### Cells colored by class

Drawn at 6 px/µm.
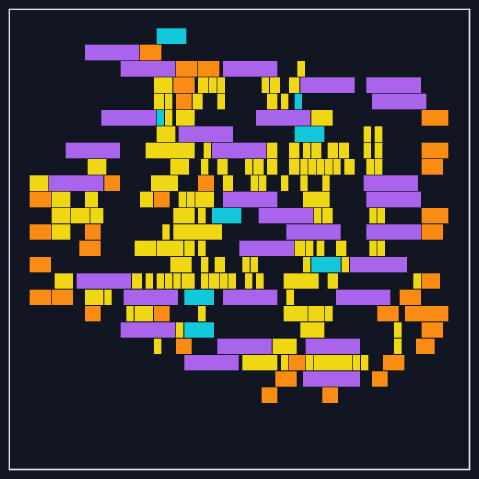
### Signal metal coverage by tile

Drawn at 4 px/µm. The die is cut into 15 by 15 equal tiles; white is low, dark blue is high, scaled to the fullest tile. Values are wire area over tile area, all layers added.
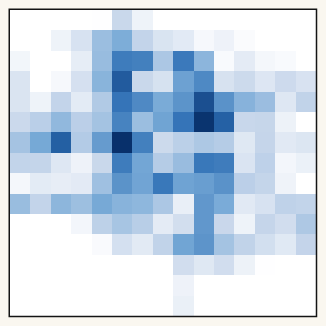
### Cells by drive strength

Drawn at 4 px/µm.
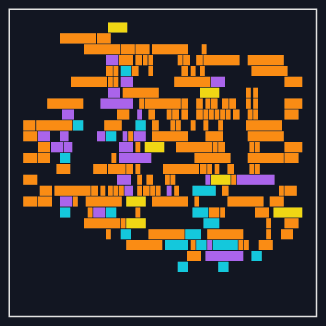
### Met3 routing

Drawn at 4 px/µm. Cells faint in the background.
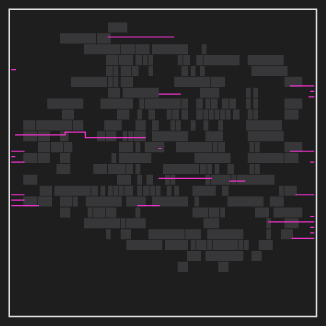
### Placed standard cells

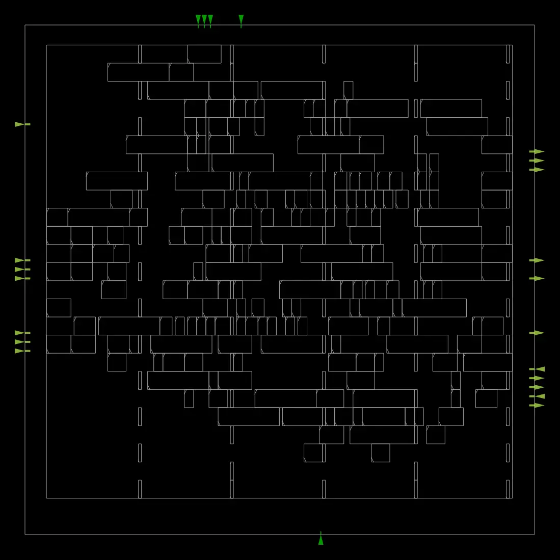
## src/rtl/addsub_pkg.sv

```systemverilog
// Shared types and defaults for the signed add/subtract accumulator.
package addsub_pkg;
    typedef enum logic [1:0] {
        IDLE = 2'd0,
        EXEC = 2'd1,
        CONV = 2'd2
    } addsub_state_t;

    localparam int DEFAULT_W = 4;
endpackage

```

## src/rtl/addsub_accum_if.sv

```systemverilog
// Control, operand and result bundle between the display datapath and addsub_accum.
interface addsub_accum_if
    import addsub_pkg::*;
#(
    parameter int W = DEFAULT_W
);
    logic         CLR;
    logic         ENTER;
    logic         SUB;
    logic         ACC;
    logic [W-1:0] A;
    logic [W-1:0] B;
    logic [W-1:0] RES_MAG;
    logic         RES_NEG;
    logic         VALID;
    logic         OVF_STICKY;
    logic         BUSY;
    logic         DONE;

    modport master (
        output CLR, ENTER, SUB, ACC, A, B,
        input  RES_MAG, RES_NEG, VALID, OVF_STICKY, BUSY, DONE
    );

    modport slave (
        input  CLR, ENTER, SUB, ACC, A, B,
        output RES_MAG, RES_NEG, VALID, OVF_STICKY, BUSY, DONE
    );
endinterface

```

## src/rtl/addsub_accum_twos_to_signmag.sv

```systemverilog
// Two's complement to sign-magnitude; the most-negative input maps to magnitude 2^(W-1) in W bits.
module twos_to_signmag #(
    parameter int W = 4
) (
    input  logic [W-1:0] sum,
    output logic [W-1:0] mag,
    output logic         neg
);
    // Negate only when negative; -(100..0) wraps back to 100..0, which reads as 2^(W-1) unsigned.
    always_comb begin
        neg = sum[W-1] & (sum != {W{1'b0}});
        if (neg) begin
            mag = -sum;
        end else begin
            mag = sum;
        end
    end
endmodule

```

## src/rtl/addsub_accum.sv

```systemverilog
// Signed add/subtract with accumulate mode, sequenced IDLE -> EXEC -> CONV, sign-magnitude result.
module addsub_accum
    import addsub_pkg::*;
#(
    parameter int W = DEFAULT_W
) (
    input  logic           clk,
    input  logic           RST,
    addsub_accum_if.slave  bus
);
    addsub_state_t state_r, state_s;

    logic         enter_q_r;
    logic         start_s;
    logic [W-1:0] opa_r, opb_r, sum_r, acc_r, res_mag_r;
    logic [W-1:0] sum_s, mag_s;
    logic         cin_r, ovf_r, ovf_s, neg_s;
    logic         res_neg_r, valid_r, ovf_sticky_r, done_r;

    assign start_s = (state_r == IDLE) & bus.ENTER & ~enter_q_r;
    assign sum_s   = opa_r + opb_r + {{(W-1){1'b0}}, cin_r};
    assign ovf_s   = (opa_r[W-1] == opb_r[W-1]) & (sum_s[W-1] != opa_r[W-1]);

    twos_to_signmag #(.W(W)) u_conv (
        .sum (sum_r),
        .mag (mag_s),
        .neg (neg_s)
    );

    // State register.
    always_ff @(posedge clk or posedge RST) begin
        if (RST) begin
            state_r <= IDLE;
        end else begin
            state_r <= state_s;
        end
    end

    // Next-state logic; CLR forces IDLE and drops any coincident start.
    always_comb begin
        state_s = state_r;
        if (bus.CLR) begin
            state_s = IDLE;
        end else begin
            case (state_r)
                IDLE:    state_s = start_s ? EXEC : IDLE;
                EXEC:    state_s = CONV;
                CONV:    state_s = IDLE;
                default: state_s = IDLE;
            endcase
        end
    end

    // Edge history, operand capture, sum/overflow and result registers.
    always_ff @(posedge clk or posedge RST) begin
        if (RST) begin
            enter_q_r    <= 1'b1;
            opa_r        <= {W{1'b0}};
            opb_r        <= {W{1'b0}};
            cin_r        <= 1'b0;
            sum_r        <= {W{1'b0}};
            ovf_r        <= 1'b0;
            acc_r        <= {W{1'b0}};
            res_mag_r    <= {W{1'b0}};
            res_neg_r    <= 1'b0;
            valid_r      <= 1'b1;
            ovf_sticky_r <= 1'b0;
            done_r       <= 1'b0;
        end else begin
            enter_q_r <= bus.ENTER;
            if (bus.CLR) begin
                acc_r        <= {W{1'b0}};
                res_mag_r    <= {W{1'b0}};
                res_neg_r    <= 1'b0;
                valid_r      <= 1'b1;
                ovf_sticky_r <= 1'b0;
                done_r       <= 1'b0;
            end else begin
                done_r <= 1'b0;
                case (state_r)
                    IDLE: begin
                        if (start_s) begin
                            opa_r <= bus.ACC ? acc_r : bus.A;
                            opb_r <= bus.SUB ? ~bus.B : bus.B;
                            cin_r <= bus.SUB;
                        end
                    end
                    EXEC: begin
                        sum_r <= sum_s;
                        ovf_r <= ovf_s;
                    end
                    CONV: begin
                        // An overflowed op leaves the displayed value and the accumulator untouched.
                        if (!ovf_r) begin
                            res_mag_r <= mag_s;
                            res_neg_r <= neg_s;
                            acc_r     <= sum_r;
                            valid_r   <= 1'b1;
                        end else begin
                            valid_r      <= 1'b0;
                            ovf_sticky_r <= 1'b1;
                        end
                        done_r <= 1'b1;
                    end
                    default: begin
                        done_r <= 1'b0;
                    end
                endcase
            end
        end
    end

    assign bus.RES_MAG    = res_mag_r;
    assign bus.RES_NEG    = res_neg_r;
    assign bus.VALID      = valid_r;
    assign bus.OVF_STICKY = ovf_sticky_r;
    // BUSY spans the DONE cycle too, so the host sees one unbroken busy window per op.
    assign bus.BUSY       = (state_r != IDLE) | done_r;
    assign bus.DONE       = done_r;
endmodule

```

## src/flat_wrapper.sv

```systemverilog
// flat-port wrapper written by rule: the top's interface ports become plain ports
module addsub_accum_flat import addsub_pkg::*;
#(
    parameter int W = DEFAULT_W
)
  (clk, RST, bus_CLR, bus_ENTER, bus_SUB, bus_ACC, bus_A, bus_B, bus_RES_MAG, bus_RES_NEG, bus_VALID, bus_OVF_STICKY, bus_BUSY, bus_DONE);
  addsub_accum_if #(.W(W)) bus_i ();
  input  logic clk;
  input  logic RST;
  input wire logic [$bits(bus_i.CLR)-1:0] bus_CLR;
  input wire logic [$bits(bus_i.ENTER)-1:0] bus_ENTER;
  input wire logic [$bits(bus_i.SUB)-1:0] bus_SUB;
  input wire logic [$bits(bus_i.ACC)-1:0] bus_ACC;
  input wire logic [$bits(bus_i.A)-1:0] bus_A;
  input wire logic [$bits(bus_i.B)-1:0] bus_B;
  output wire logic [$bits(bus_i.RES_MAG)-1:0] bus_RES_MAG;
  output wire logic [$bits(bus_i.RES_NEG)-1:0] bus_RES_NEG;
  output wire logic [$bits(bus_i.VALID)-1:0] bus_VALID;
  output wire logic [$bits(bus_i.OVF_STICKY)-1:0] bus_OVF_STICKY;
  output wire logic [$bits(bus_i.BUSY)-1:0] bus_BUSY;
  output wire logic [$bits(bus_i.DONE)-1:0] bus_DONE;
  assign bus_i.CLR = bus_CLR;
  assign bus_i.ENTER = bus_ENTER;
  assign bus_i.SUB = bus_SUB;
  assign bus_i.ACC = bus_ACC;
  assign bus_i.A = bus_A;
  assign bus_i.B = bus_B;
  assign bus_RES_MAG = bus_i.RES_MAG;
  assign bus_RES_NEG = bus_i.RES_NEG;
  assign bus_VALID = bus_i.VALID;
  assign bus_OVF_STICKY = bus_i.OVF_STICKY;
  assign bus_BUSY = bus_i.BUSY;
  assign bus_DONE = bus_i.DONE;
  addsub_accum #(.W(W)) u_core (.clk(clk), .RST(RST), .bus(bus_i));
endmodule
```

## config.mk

```make
export PLATFORM = sky130hd
export DESIGN_NAME = addsub_accum_flat
export DESIGN_NICKNAME = d
export VERILOG_FILES = /design/src/rtl/addsub_pkg.sv /design/src/rtl/addsub_accum_if.sv /design/src/rtl/addsub_accum_twos_to_signmag.sv /design/src/rtl/addsub_accum.sv /design/src/flat_wrapper.sv
export SDC_FILE = /design/constraint.sdc
export NUM_CORES = 1
export LEC_CHECK = 0
export ABC_AREA = 1
export CORE_MARGIN = 3
export CORE_UTILIZATION = 30
export CTS_CLUSTER_DIAMETER = 200
export DETAILED_ROUTE_END_ITERATION = 10
export PLACE_DENSITY_LB_ADDON = 0.2
export SETUP_SLACK_MARGIN = 0.05
export SYNTH_ARGS = -nofsm -noshare
export SYNTH_HDL_FRONTEND = slang
export SYNTH_HIERARCHICAL = 1
export SYNTH_SLANG_ARGS = --single-unit
```

## constraint.sdc

```tcl
create_clock -name clk -period 1.4 [get_ports clk]
set_input_delay 0.14 -clock clk [delete_from_list [all_inputs] [get_ports clk]]
set_output_delay 0.14 -clock clk [all_outputs]
set_load 0.01 [all_outputs]
```

==> impl_metrics.env <==
# flow metrics
export IMPL_top_area_cell_class="flip-flops and latches"
export IMPL_reg2reg_slack_ps=-110
export IMPL_result_of_the_run="complete, but fails checks"
export IMPL_dominantRegCellSynth="sky130_fd_sc_hd__dfrtp_1"
export IMPL_grt_start_max_net_pins=30
export IMPL_wl_met2_um=1350
export IMPL_crit_start="u_core/opa_r[0]"
export IMPL_grt_pass1_vias=1121
export IMPL_critical_path_class="reg -> reg"
export IMPL_power_top_group="registers"
export IMPL_floorplan_die_area_mm2=0.00584
export IMPL_parity_gate_share_of_the_synthesized_area_counting_xor_and_xnor_cells_pct=2.94
export IMPL_setup_violations_final=4
export IMPL_die_height_um=76.5
export IMPL_dr_wl_met3_um=135
export IMPL_clk_power_mw=0.695
export IMPL_seq_area_um2=728
export IMPL_finish_instance_area_mm2=0.00198
export IMPL_die_w_um=76.5
export IMPL_netSwitchingPower_mw=0.777
export IMPL_max_cap_viols=0
export IMPL_yosys_warnings=6
export IMPL_syn_mean_instance_area_um2=9.25
export IMPL_critical_path_depth=4
export IMPL_drt_vias_per_instance=4.20
export IMPL_final_layout_top_logic_cell="sky130_fd_sc_hd__nand2_1"
export IMPL_cp_top_family="adder cells"
export IMPL_holdCritPathClass="in -> async"
export IMPL_setup_ws_ps=-114
export IMPL_final_cell_count_no_fill=266
export IMPL_yosys_cell_types_count=29
export IMPL_warning_count=29
export IMPL_route_final_wire_length_um=2860
export IMPL_numPortBuffers=22
export IMPL_timing_critical_path_arrival_ps=1680
export IMPL_logic_gates=101
export IMPL_violations="negative setup slack"
export IMPL_grtUsageMet2_pct=17.3
export IMPL_clock_cell_area_share_pct=4.55
export IMPL_comb_area_share_pct=32.6
export IMPL_cts_root_buf="sky130_fd_sc_hd__clkbuf_8"
export IMPL_grt_total_usage_pct=10.9
export IMPL_placed_cells_incl_taps=256
export IMPL_max_freq_mhz=661
export IMPL_crit_buf_inv=1
Notes on 'Cells colored by class' above:
| color | class | cells | share of their area |
|---|---|---|---|
| cyan | clock drivers and dummy loads | 8 | 4.8% |
| yellow | remaining logic cells | 127 | 39% |
| purple | registers | 29 | 38% |
| orange | remaining buffers and delay cells | 35 | 18% |

Notes on 'Signal metal coverage by tile' above:
mean over tiles: 0.078
nearly empty tiles: 31%
tiles over half the peak: 16%
emptiest ninth of the die: lower left
fullest tile: 0.35
densest ninth of the die: center

Notes on 'Cells by drive strength' above:
| color | size | cells | share | most used |
|---|---|---|---|---|
| purple | x2 | 25 | 13% | o21ai_2 |
| yellow | x6 and larger | 7 | 3.5% | clkbuf_8 |
| cyan | x3 and x4 | 18 | 9.0% | buf_4 |
| orange | x1 and smaller | 149 | 75% | nand2_1 |

Notes on 'Met3 routing' above:
main direction: horizontal
longest straight run: 16.3 µm
nets with wire on the layer: 20

Notes on 'Placed standard cells' above:
count of standard-cell rows: 25
flop share of the area: 36.8%
Placeable Area: 0.00475 mm²
number of fill cells: 481
number of well taps: 67

